## config.mk

```make
export PLATFORM = sky130hd
export DESIGN_NAME = store_narrow_unit
export DESIGN_NICKNAME = d
export VERILOG_FILES = /design/src/rtl/store_pkg.sv /design/src/rtl/store_lane_merge.sv /design/src/rtl/store_narrow_unit.sv
export SDC_FILE = /design/constraint.sdc
export NUM_CORES = 1
export LEC_CHECK = 0
export ABC_CLOCK_PERIOD_IN_PS = 1700
export CORE_ASPECT_RATIO = 1.2
export CORE_UTILIZATION = 30
export DETAILED_ROUTE_END_ITERATION = 7
export PLACE_DENSITY_LB_ADDON = 0.12
export SYNTH_ARGS = -nofsm -noshare
export SYNTH_HDL_FRONTEND = slang
export SYNTH_SLANG_ARGS = --single-unit
export TNS_END_PERCENT = 100
```

## constraint.sdc

```tcl
create_clock -name clk -period 1.7 [get_ports clk]
set_clock_uncertainty 0.05 [all_clocks]
set_input_delay 0.17 -clock clk [delete_from_list [all_inputs] [get_ports clk]]
set_output_delay 0.17 -clock clk [all_outputs]
set_load 0.005 [all_outputs]
```

## src/rtl/store_pkg.sv

```systemverilog
// Shared types and lane helpers for the store narrowing path.
package store_pkg;

  localparam int unsigned LANES = 4;

  typedef enum logic [1:0] {
    SZ_BYTE = 2'b00,
    SZ_HALF = 2'b01,
    SZ_WORD = 2'b10,
    SZ_ILL  = 2'b11
  } size_e;

  typedef enum logic [2:0] {
    IDLE,
    READ,
    WAIT,
    WRITE,
    ERR
  } state_e;

  // Little-endian lanes touched by a store of the given size at byte offset a.
  function automatic logic [LANES-1:0] lane_mask(size_e sz, logic [1:0] a);
    case (sz)
      SZ_BYTE: lane_mask = 4'b0001 << a;
      SZ_HALF: lane_mask = a[1] ? 4'b1100 : 4'b0011;
      SZ_WORD: lane_mask = 4'b1111;
      default: lane_mask = 4'b0000;
    endcase
  endfunction

  // Narrowed value copied into every lane, so any lane can be selected by mask.
  function automatic logic [31:0] lane_replicate(size_e sz, logic [31:0] d);
    case (sz)
      SZ_BYTE: lane_replicate = {4{d[7:0]}};
      SZ_HALF: lane_replicate = {2{d[15:0]}};
      default: lane_replicate = d;
    endcase
  endfunction

  function automatic logic is_misaligned(size_e sz, logic [1:0] a);
    case (sz)
      SZ_BYTE: is_misaligned = 1'b0;
      SZ_HALF: is_misaligned = a[0];
      SZ_WORD: is_misaligned = (a != 2'b00);
      default: is_misaligned = 1'b1;
    endcase
  endfunction

endpackage

```

## src/rtl/store_lane_merge.sv

```systemverilog
// Combinational lane merge: inserts the narrowed store value into an existing word.
module store_lane_merge
  import store_pkg::*;
(
  input  logic [31:0]      i_old,
  input  logic [31:0]      i_data,
  input  size_e            i_size,
  input  logic [1:0]       i_addr_lo,
  output logic [31:0]      o_merged,
  output logic [LANES-1:0] o_mask
);

  logic [31:0] w_rep;

  always_comb begin
    o_mask   = lane_mask(i_size, i_addr_lo);
    w_rep    = lane_replicate(i_size, i_data);
    o_merged = i_old;
    for (int i = 0; i < int'(LANES); i++) begin
      if (o_mask[i]) o_merged[8*i +: 8] = w_rep[8*i +: 8];
    end
  end

endmodule

```

## src/rtl/store_narrow_unit.sv

```systemverilog
// Store narrowing unit: byte/half/word stores into word-wide memory.
// MEM_BYTE_MASK_EN selects byte-enable writes instead of read-modify-write.
module store_narrow_unit
  import store_pkg::*;
#(
  parameter int unsigned ADDR_W = 32,
  parameter int unsigned DATA_W = 32
) (
  input  logic              clk,
  input  logic              rst_n,
  input  logic              req_valid,
  output logic              req_ready,
  input  logic [ADDR_W-1:0] req_addr,
  input  logic [DATA_W-1:0] req_data,
  input  logic [1:0]        req_size,
  output logic [ADDR_W-1:0] mem_addr,
  output logic              mem_rd_en,
  input  logic [DATA_W-1:0] mem_rdata,
  input  logic              mem_rvalid,
  output logic              mem_wr_en,
  output logic [DATA_W-1:0] mem_wdata,
  output logic              done,
  output logic              err
`ifdef MEM_BYTE_MASK_EN
  ,
  output logic [LANES-1:0]  mem_be
`endif
);

  state_e            r_state;
  logic              r_req_ready;
  logic              r_mem_rd_en;
  logic              r_mem_wr_en;
  logic              r_done;
  logic              r_err;
  logic [ADDR_W-1:0] r_mem_addr;
  logic [DATA_W-1:0] r_mem_wdata;

  size_e             w_req_size;
  logic              w_bad;
  logic [31:0]       w_merged;
  logic [LANES-1:0]  w_mask;
  logic              w_unused;

  assign w_req_size = size_e'(req_size);
  assign w_bad      = is_misaligned(w_req_size, req_addr[1:0]);

`ifdef MEM_BYTE_MASK_EN
  logic [LANES-1:0] r_mem_be;

  // Only the lane mask of the incoming request is needed here.
  store_lane_merge u_merge (
    .i_old     (mem_rdata),
    .i_data    (req_data),
    .i_size    (w_req_size),
    .i_addr_lo (req_addr[1:0]),
    .o_merged  (w_merged),
    .o_mask    (w_mask)
  );

  assign mem_be   = r_mem_be;
  assign w_unused = ^{mem_rdata, mem_rvalid, w_merged};
`else
  logic [DATA_W-1:0] r_data;
  size_e             r_size;
  logic [1:0]        r_addr_lo;

  // Merge the fetched word with the request captured at acceptance.
  store_lane_merge u_merge (
    .i_old     (mem_rdata),
    .i_data    (r_data),
    .i_size    (r_size),
    .i_addr_lo (r_addr_lo),
    .o_merged  (w_merged),
    .o_mask    (w_mask)
  );

  assign w_unused = ^w_mask;
`endif

  assign req_ready = r_req_ready;
  assign mem_addr  = r_mem_addr;
  assign mem_rd_en = r_mem_rd_en;
  assign mem_wr_en = r_mem_wr_en;
  assign mem_wdata = r_mem_wdata;
  assign done      = r_done;
  assign err       = r_err;

  // Strobes are single-cycle: cleared every cycle unless a transition sets them.
  always_ff @(posedge clk or negedge rst_n) begin
    if (!rst_n) begin
      r_state     <= IDLE;
      r_req_ready <= 1'b1;
      r_mem_rd_en <= 1'b0;
      r_mem_wr_en <= 1'b0;
      r_done      <= 1'b0;
      r_err       <= 1'b0;
      r_mem_addr  <= '0;
      r_mem_wdata <= '0;
`ifdef MEM_BYTE_MASK_EN
      r_mem_be    <= '0;
`else
      r_data      <= '0;
      r_size      <= SZ_BYTE;
      r_addr_lo   <= 2'b00;
`endif
    end else begin
      r_mem_rd_en <= 1'b0;
      r_mem_wr_en <= 1'b0;
      r_done      <= 1'b0;
      r_err       <= 1'b0;
`ifdef MEM_BYTE_MASK_EN
      r_mem_be    <= '0;
`endif
      case (r_state)
        IDLE: begin
          if (req_valid && r_req_ready) begin
            r_req_ready <= 1'b0;
            r_mem_addr  <= {req_addr[ADDR_W-1:2], 2'b00};
`ifndef MEM_BYTE_MASK_EN
            r_data      <= req_data;
            r_size      <= w_req_size;
            r_addr_lo   <= req_addr[1:0];
`endif
            if (w_bad) begin
              r_state <= ERR;
              r_done  <= 1'b1;
              r_err   <= 1'b1;
            end
`ifdef MEM_BYTE_MASK_EN
            else begin
              r_state     <= WRITE;
              r_mem_wr_en <= 1'b1;
              r_done      <= 1'b1;
              r_mem_wdata <= lane_replicate(w_req_size, req_data);
              r_mem_be    <= w_mask;
            end
`else
            else if (w_req_size == SZ_WORD) begin
              r_state     <= WRITE;
              r_mem_wr_en <= 1'b1;
              r_done      <= 1'b1;
              r_mem_wdata <= req_data;
            end else begin
              r_state     <= READ;
              r_mem_rd_en <= 1'b1;
            end
`endif
          end
        end
`ifndef MEM_BYTE_MASK_EN
        READ: r_state <= WAIT;
        WAIT: begin
          if (mem_rvalid) begin
            r_state     <= WRITE;
            r_mem_wr_en <= 1'b1;
            r_done      <= 1'b1;
            r_mem_wdata <= w_merged;
          end
        end
`endif
        WRITE, ERR: begin
          r_state     <= IDLE;
          r_req_ready <= 1'b1;
        end
        default: begin
          r_state     <= IDLE;
          r_req_ready <= 1'b1;
        end
      endcase
    end
  end

endmodule

```

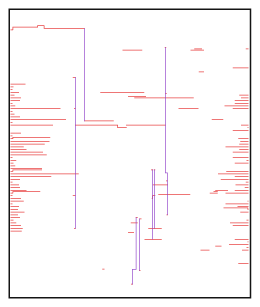
**Above:** wiring by layer.
Scale: 2 px per um. Two of the layers only.
legend:
  red:
    layer: M3
    wire_length: 928 um
  purple:
    layer: M4
    wire_length: 331 um
WL/cell: 16.5 um
Detailed Route WL: 16100 um
GR Util All Layers: 19.2%
DR vias: 4768

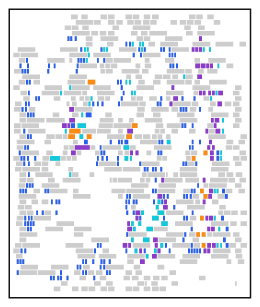
**Above:** logic cells by family.
Scale: 2 px per um.
legend:
  orange:
    family: and/or cells
    cells: 14
    most_used: or3_1
  cyan:
    family: nor cells
    cells: 60
    most_used: nor2_1
  blue:
    family: nand cells
    cells: 218
    most_used: nand2_1
    where: widely spread
  purple:
    family: aoi and oai cells
    cells: 65
    most_used: a21oi_1

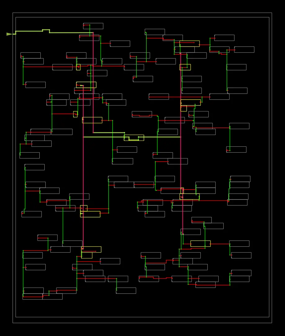
**Above:** clock wiring as the flow saved it.
TritonCTS buffer count: 9
Late-Pin Clk Latency: 0.35 ns
clkbuf count: 12

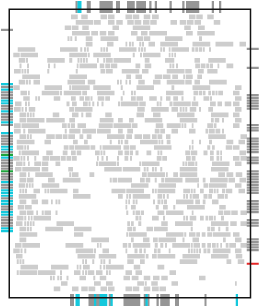
**Above:** ports around the boundary.
Scale: 2 px per um. Pins as bars across the die edge, other pins in grey.
legend:
  green:
    port: `req_size`
    pins: 2
    direction: input
    edge: left
  red:
    port: `rst_n`
    pins: 1
    direction: input
    edge: right
  cyan:
    port: `mem_addr`
    pins: 32
    direction: output
    edge: 20 left, 10 bottom, 2 top
all pins by edge: 54 left, 43 right, 38 bottom, 36 top
Die H: 144 um
Port Buf Inserts: 168

==> results.yml <==
# flow metrics
floorplan:
  core_util_floorplan_pct: 30.8
power:
  p_sw_share_pct: 21.8
  power_density_mw_per_mm2: 636
  clk-power_uw: 2010
  comb-power_uw: 366
flow_run:
  warnings: 29
run_status:
  status: "finished with violations"
  violations: "negative setup slack"
synthesis:
  synth_flops: 106
  ys.flop_type: "dfrtp_1"
  synthTopCellsByCount: "nand2_1 (207), dfrtp_1 (105), nor2_1 (39)"
  ys_chip_area_mm2: 0.00501
  synth.avg_cell_area_um2: 8.86
  yosysMostFrequentCell: "nand2_1"
sta:
  setup_slack_ns: -0.00842
  setup_viol: 2
finish:
  post-route-util_pct: 47.3
  final_common_cell: "nand2_1"
  final_cell_mix: "nand2_1 (206), clkdlybuf4s50_1 (166), dfrtp_1 (104)"
detailed_routing:
  wl_met3_um: 928
  drt_pass1_iterations: 4
grt:
  grt-busiest-layer: "met2"
worst_setup_path:
  worst-path-buf-inv: 0
  cp.required_ns: 1.89
  crit_fanout: 9
  r2r_cells: 4
placed_design:
  hpwl_um: 11900
No activity file was given, so power comes from the tool's default toggle rates.
